--- src/rtl/alu_result_pipe.sv ---
// Registered result-select / writeback stage with valid/ready handshake.
// Also sequences the multi-cycle divide/modulo unit (start pulse, done wait, timeout).
module alu_result_pipe #(
    parameter int N           = 32,
    parameter int DIV_TIMEOUT = 64
) (
    input  logic            clk,
    input  logic            rst,
    input  logic            in_valid,
    output logic            in_ready,
    input  logic [3:0]      select,
    input  logic [12*N-1:0] r_bus,
    output logic            div_start,
    input  logic            div_done,
    output logic            out_valid,
    input  logic            out_ready,
    output logic [N-1:0]    result,
    output logic [3:0]      out_op,
    output logic            flag_zero,
    output logic            flag_neg,
    output logic            flag_illegal,
    output logic            flag_timeout,
    output logic            busy
);

    localparam int CW = $clog2(DIV_TIMEOUT + 1);

    typedef enum logic [1:0] {IDLE, WAIT_DIV, FULL} state_t;

    state_t         state_q, state_d;
    logic [N-1:0]   result_q, result_d;
    logic [3:0]     out_op_q, out_op_d;
    logic           zero_q, zero_d, neg_q, neg_d;
    logic           illegal_q, illegal_d, timeout_q, timeout_d;
    logic [CW-1:0]  cnt_q, cnt_d;
    logic           div_start_q, div_start_d;
    logic           accept, is_div;
    logic [N-1:0]   cap_val;

    // Opcodes 12-15 have no slot and fall through to zero.
    function automatic logic [N-1:0] pick(input logic [3:0] op, input logic [12*N-1:0] bus);
        logic [N-1:0] v;
        v = '0;
        for (int k = 0; k < 12; k++)
            if (op == 4'(k)) v = bus[k*N +: N];
        return v;
    endfunction

    assign in_ready = !rst && (state_q == IDLE || (state_q == FULL && out_ready));
    assign accept   = in_valid && in_ready;
    assign is_div   = (select == 4'd5) || (select == 4'd11);

    always_comb begin
        state_d     = state_q;
        result_d    = result_q;
        out_op_d    = out_op_q;
        zero_d      = zero_q;
        neg_d       = neg_q;
        illegal_d   = illegal_q;
        timeout_d   = timeout_q;
        cnt_d       = cnt_q;
        div_start_d = 1'b0;
        cap_val     = '0;
        unique case (state_q)
            WAIT_DIV: begin
                // out_op_q holds the pending div/mod opcode while waiting.
                if (div_done) begin
                    cap_val   = pick(out_op_q, r_bus);
                    result_d  = cap_val;
                    zero_d    = (cap_val == '0);
                    neg_d     = cap_val[N-1];
                    illegal_d = 1'b0;
                    timeout_d = 1'b0;
                    state_d   = FULL;
                end else if (cnt_q == CW'(DIV_TIMEOUT)) begin
                    result_d  = '0;
                    zero_d    = 1'b1;
                    neg_d     = 1'b0;
                    illegal_d = 1'b0;
                    timeout_d = 1'b1;
                    state_d   = FULL;
                end else begin
                    cnt_d = cnt_q + CW'(1);
                end
            end
            default: begin
                if (state_q == FULL && out_ready) state_d = IDLE;
                if (accept) begin
                    out_op_d = select;
                    if (is_div) begin
                        cnt_d       = CW'(1);
                        div_start_d = 1'b1;
                        state_d     = WAIT_DIV;
                    end else begin
                        cap_val   = pick(select, r_bus);
                        result_d  = cap_val;
                        zero_d    = (cap_val == '0);
                        neg_d     = cap_val[N-1];
                        illegal_d = (select >= 4'd12);
                        timeout_d = 1'b0;
                        state_d   = FULL;
                    end
                end
            end
        endcase
    end

    always_ff @(posedge clk or posedge rst) begin
        if (rst) begin
            state_q     <= IDLE;
            result_q    <= '0;
            out_op_q    <= '0;
            zero_q      <= 1'b0;
            neg_q       <= 1'b0;
            illegal_q   <= 1'b0;
            timeout_q   <= 1'b0;
            cnt_q       <= '0;
            div_start_q <= 1'b0;
        end else begin
            state_q     <= state_d;
            result_q    <= result_d;
            out_op_q    <= out_op_d;
            zero_q      <= zero_d;
            neg_q       <= neg_d;
            illegal_q   <= illegal_d;
            timeout_q   <= timeout_d;
            cnt_q       <= cnt_d;
            div_start_q <= div_start_d;
        end
    end

    assign out_valid    = (state_q == FULL);
    assign busy         = (state_q != IDLE);
    assign div_start    = div_start_q;
    assign result       = result_q;
    assign out_op       = out_op_q;
    assign flag_zero    = zero_q;
    assign flag_neg     = neg_q;
    assign flag_illegal = illegal_q;
    assign flag_timeout = timeout_q;

endmodule
--- config.mk ---
export PLATFORM = sky130hd
export DESIGN_NAME = alu_result_pipe
export DESIGN_NICKNAME = d
export VERILOG_FILES = /design/src/rtl/alu_result_pipe.sv
export SDC_FILE = /design/constraint.sdc
export NUM_CORES = 1
export LEC_CHECK = 0
export CAP_MARGIN = 20
export CORE_MARGIN = 2
export CORE_UTILIZATION = 30
export CTS_BUF_LIST = sky130_fd_sc_hd__clkbuf_8 sky130_fd_sc_hd__clkbuf_16
export DETAILED_ROUTE_END_ITERATION = 16
export PLACE_DENSITY = 0.71
export SETUP_SLACK_MARGIN = 0.02
export SYNTH_ARGS = -nofsm -noshare
export SYNTH_HDL_FRONTEND = slang
export SYNTH_SLANG_ARGS = --single-unit
--- constraint.sdc ---
create_clock -name clk -period 3.1 [get_ports clk]
set_input_delay 0.62 -clock clk [delete_from_list [all_inputs] [get_ports clk]]
set_output_delay 0.62 -clock clk [all_outputs]
set_load 0.1 [all_outputs]
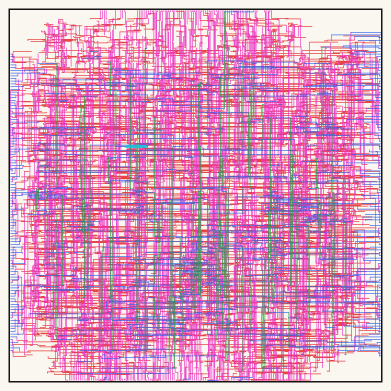
run_1/metal_stack.png
(2 px per um)
met4: in green, wire length 5420 um. met5: in cyan, wire length 9.20 um. met2: in magenta, wire length 33.5 mm. met3: in blue, wire length 7540 um. met1: in red, wire length 28.9 mm.
GRT Total Usage: 42.2%
routed len/inst: 30.9 um

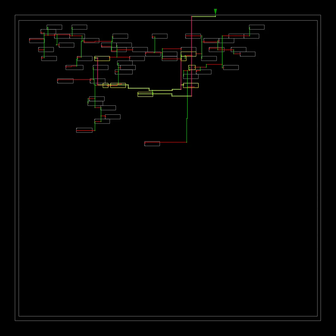
run_1/final_clocks.png
Clk. pwr: 603 uW
count of flip-flops and latches: 49

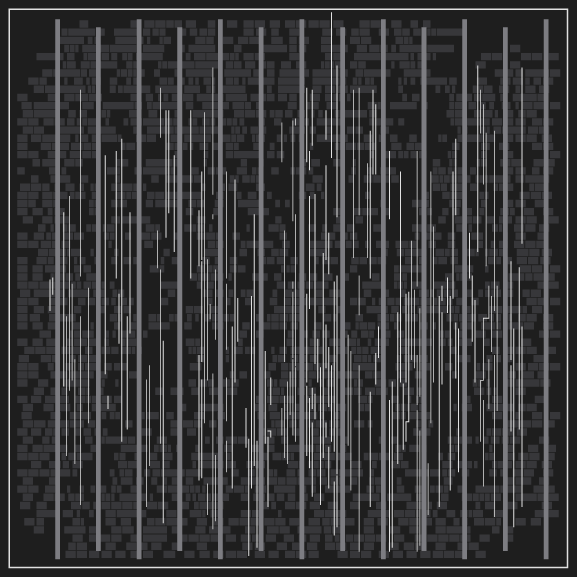
run_1/met4.png
(3 px per um) Supply wires on this layer in gray. Cells faint in the background.
The layer carries 5420 um of wire. The longest straight run is 103 um. The layer holds 7.2% of the routed length. 124 nets have wire on it.
final WL: 75300 um
Via Count: 15300

==> results.yml, run 1 <==
# flow metrics
status:
  outcome: "finished clean"
synthesis:
  ys_ff: 49
  area_leaders: "dfrtp_1 (12%), mux2i_1 (10%), mux4_2 (8.0%)"
  yosys.area.top_type: "dfrtp_1"
  ys_sh_simple_pct: 19.6
  ys_types: 78
  muxShareOfSynthArea_pct: 22.2
  yosysWarnings: 0
  synth_dominant_cell_count: "a21oi_1"
  syn-num-nets: 1748
  ys_sh_adder_pct: 0.253
  synth_async_sr_flop_share_pct: 100
  yosysSeqAreaShare_pct: 12.4
  synthCells: 1353
  common_cells: "a21oi_1 (155), o21ai_0 (151), nor2_1 (112)"
  aoi_share_pct: 37.0
  edf_count: 0
  ys_area_um2: 9890
clock_tree:
  cts_tree: "built"
  cts.sinks: 49
  cts_resized: 15
  cts.htree.levels: 2
  cts_hold_buf: 0
  clock_latency_ps: 300
placed_design:
  dp_hpwl_um: 61100
  io_buffer_count: 436
routing:
  top_layer: "met5"
  ant_nets: 0
  dr.pass1.iters: 8
  wl_met1_um: 28900
setup_path:
  critPathMaxFanout: 9
  cp-start-kind: "input pin"
  cp-startpoint: "select[2]"
  cp_slowest_cell: "nor2b_1"
  r2r-start: "out_op[0]"
  path_buffers: 3
  endpoint_kind: "flop"
  path_depth: 11
  endpoint: "result[17]"
final_layout:
  bufAreaShareNonClock_pct: 41.7
  drive_gt1_share_pct: 26.3
  dominant_cells: "logic gates"
  utilization_pct: 53.4
  nets: 2392
  comb_share_pct: 46.6
  final_area_um2: 17400
  n_all_inverters: 20
  num-clock-buffers: 5
  buffers: 778
  n_antenna_cell: 1
  lay_top_cells: "clkdlybuf4s50_1 (388), buf_4 (350), a21oi_1 (153), o21ai_0 (151), nor2_1 (108)"
global_route:
  grt_pass1_wl_um: 105000
  met1_usage_pct: 51.3
die:
  fp_util_pct: 30.4
  num_rows: 66
  die_height_um: 186
  io_pins: 437
  taps: 442
sta:
  drv_slew: 0
  setup_viol: 0
  skew_ps: 9.08
  min_period_ps: 3050
  worst_pin_slew_ps: 1110
  hold_violations: 0
  max_freq_ghz: 0.328
pwr:
  ir_drop_mv: 0.474
  top_power_group: "combinational logic"
  pwr-share-seq_pct: 12.3
  leakage_uw: 0.00695
  sw_frac_of_total_pct: 54.7
  power_uw: 8230
run:
  tool_warnings: 28
run_1/density.png
(2 px per um) 19 x 19 tiles, from white (low) to dark blue (high), 0 to 100% covered.
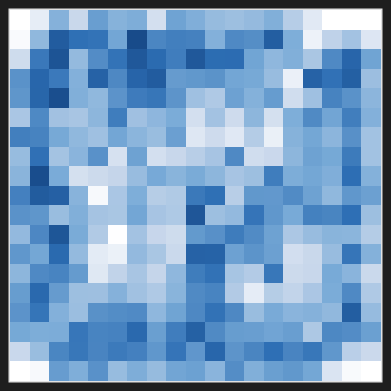

## Run 2: what changed since run 1
Settings changed: ABC_CLOCK_PERIOD_IN_PS set to 2700, PLACE_DENSITY 0.71 to 0.73.
Clock period 3.1 ns to 2.7 ns, I/O delays scaled along.
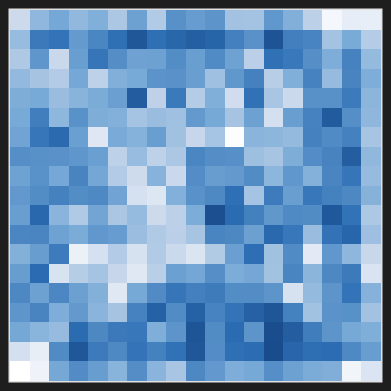
run_2/density.png
(2 px per um) 19 x 19 tiles, from white (low) to dark blue (high), 0 to 100% covered.
The fullest tile reaches 89%. 8.6% of the tiles are over 75% full. The mean over all tiles is 52%. 0.60% of the tiles are nearly empty.
Layout Utilization: 57.0%
core box area: 32500 um^2

==> results.yml, run 2 <==
# flow metrics
final_layout:
  lay_top_cells: "buf_4 (473), clkdlybuf4s50_1 (388), a21oi_1 (146), o21ai_0 (143), nand2_1 (106)"
  n_antenna_cell: 1
  comb_share_pct: 44.6
  n_sequential_cell: 49
  final_area_um2: 18500
  bufAreaShareNonClock_pct: 44.3
  num-clock-buffers: 6
  dominant_cells: "logic gates"
  n_all_inverters: 20
  nets: 2518
routing:
  vias: 16200
  drt-total-wl_um: 78900
  ant_nets: 0
  dr.pass1.iters: 8
  top_layer: "met5"
  wl_met1_um: 29500
  routedWlPerCell_um: 30.7
die:
  fp_util_pct: 30.4
  die_height_um: 186
  io_pins: 437
pwr:
  top_power_group: "combinational logic"
  powerClk_uw: 778
  pwr-share-seq_pct: 11.3
  sw_frac_of_total_pct: 53.2
  power_uw: 9980
  ir_drop_mv: 0.507
  leakage_uw: 0.00763
sta:
  finalWorstSetupSlack_ps: -360
  setup_viol: 3
  drv_slew: 0
  skew_ps: 8.83
  max_freq_ghz: 0.327
  worst_pin_slew_ps: 722
  min_period_ps: 3060
synthesis:
  common_cells: "a21oi_1 (155), o21ai_0 (151), nor2_1 (112)"
  ys_sh_adder_pct: 0.253
  synthCells: 1353
  ys_types: 78
  yosysWarnings: 0
  yosys.area.top_type: "dfrtp_1"
  muxShareOfSynthArea_pct: 22.2
  edf_count: 0
  ys_ff: 49
  ys_area_um2: 9890
  synth_dominant_cell_count: "a21oi_1"
  ys_sh_simple_pct: 19.6
  yosysSeqAreaShare_pct: 12.4
  area_leaders: "dfrtp_1 (12%), mux2i_1 (10%), mux4_2 (8.0%)"
  aoi_share_pct: 37.0
setup_path:
  cp-start-kind: "flop"
  endpoint_kind: "flop"
  critPathMaxFanout: 7
  path_depth: 12
  r2r-start: "out_op[2]"
  path_buffers: 3
clock_tree:
  cts_resized: 66
  cts.sinks: 49
  cts_tree: "built"
  cts_hold_buf: 0
  clock_latency_ps: 300
  cts.htree.levels: 2
global_route:
  met1_usage_pct: 54.2
  grt_use_total_pct: 44.2
placed_design:
  io_buffer_count: 436
status:
  outcome: "complete, but fails checks"
  violations: "setup timing"
Power and IR drop assume default switching activity.
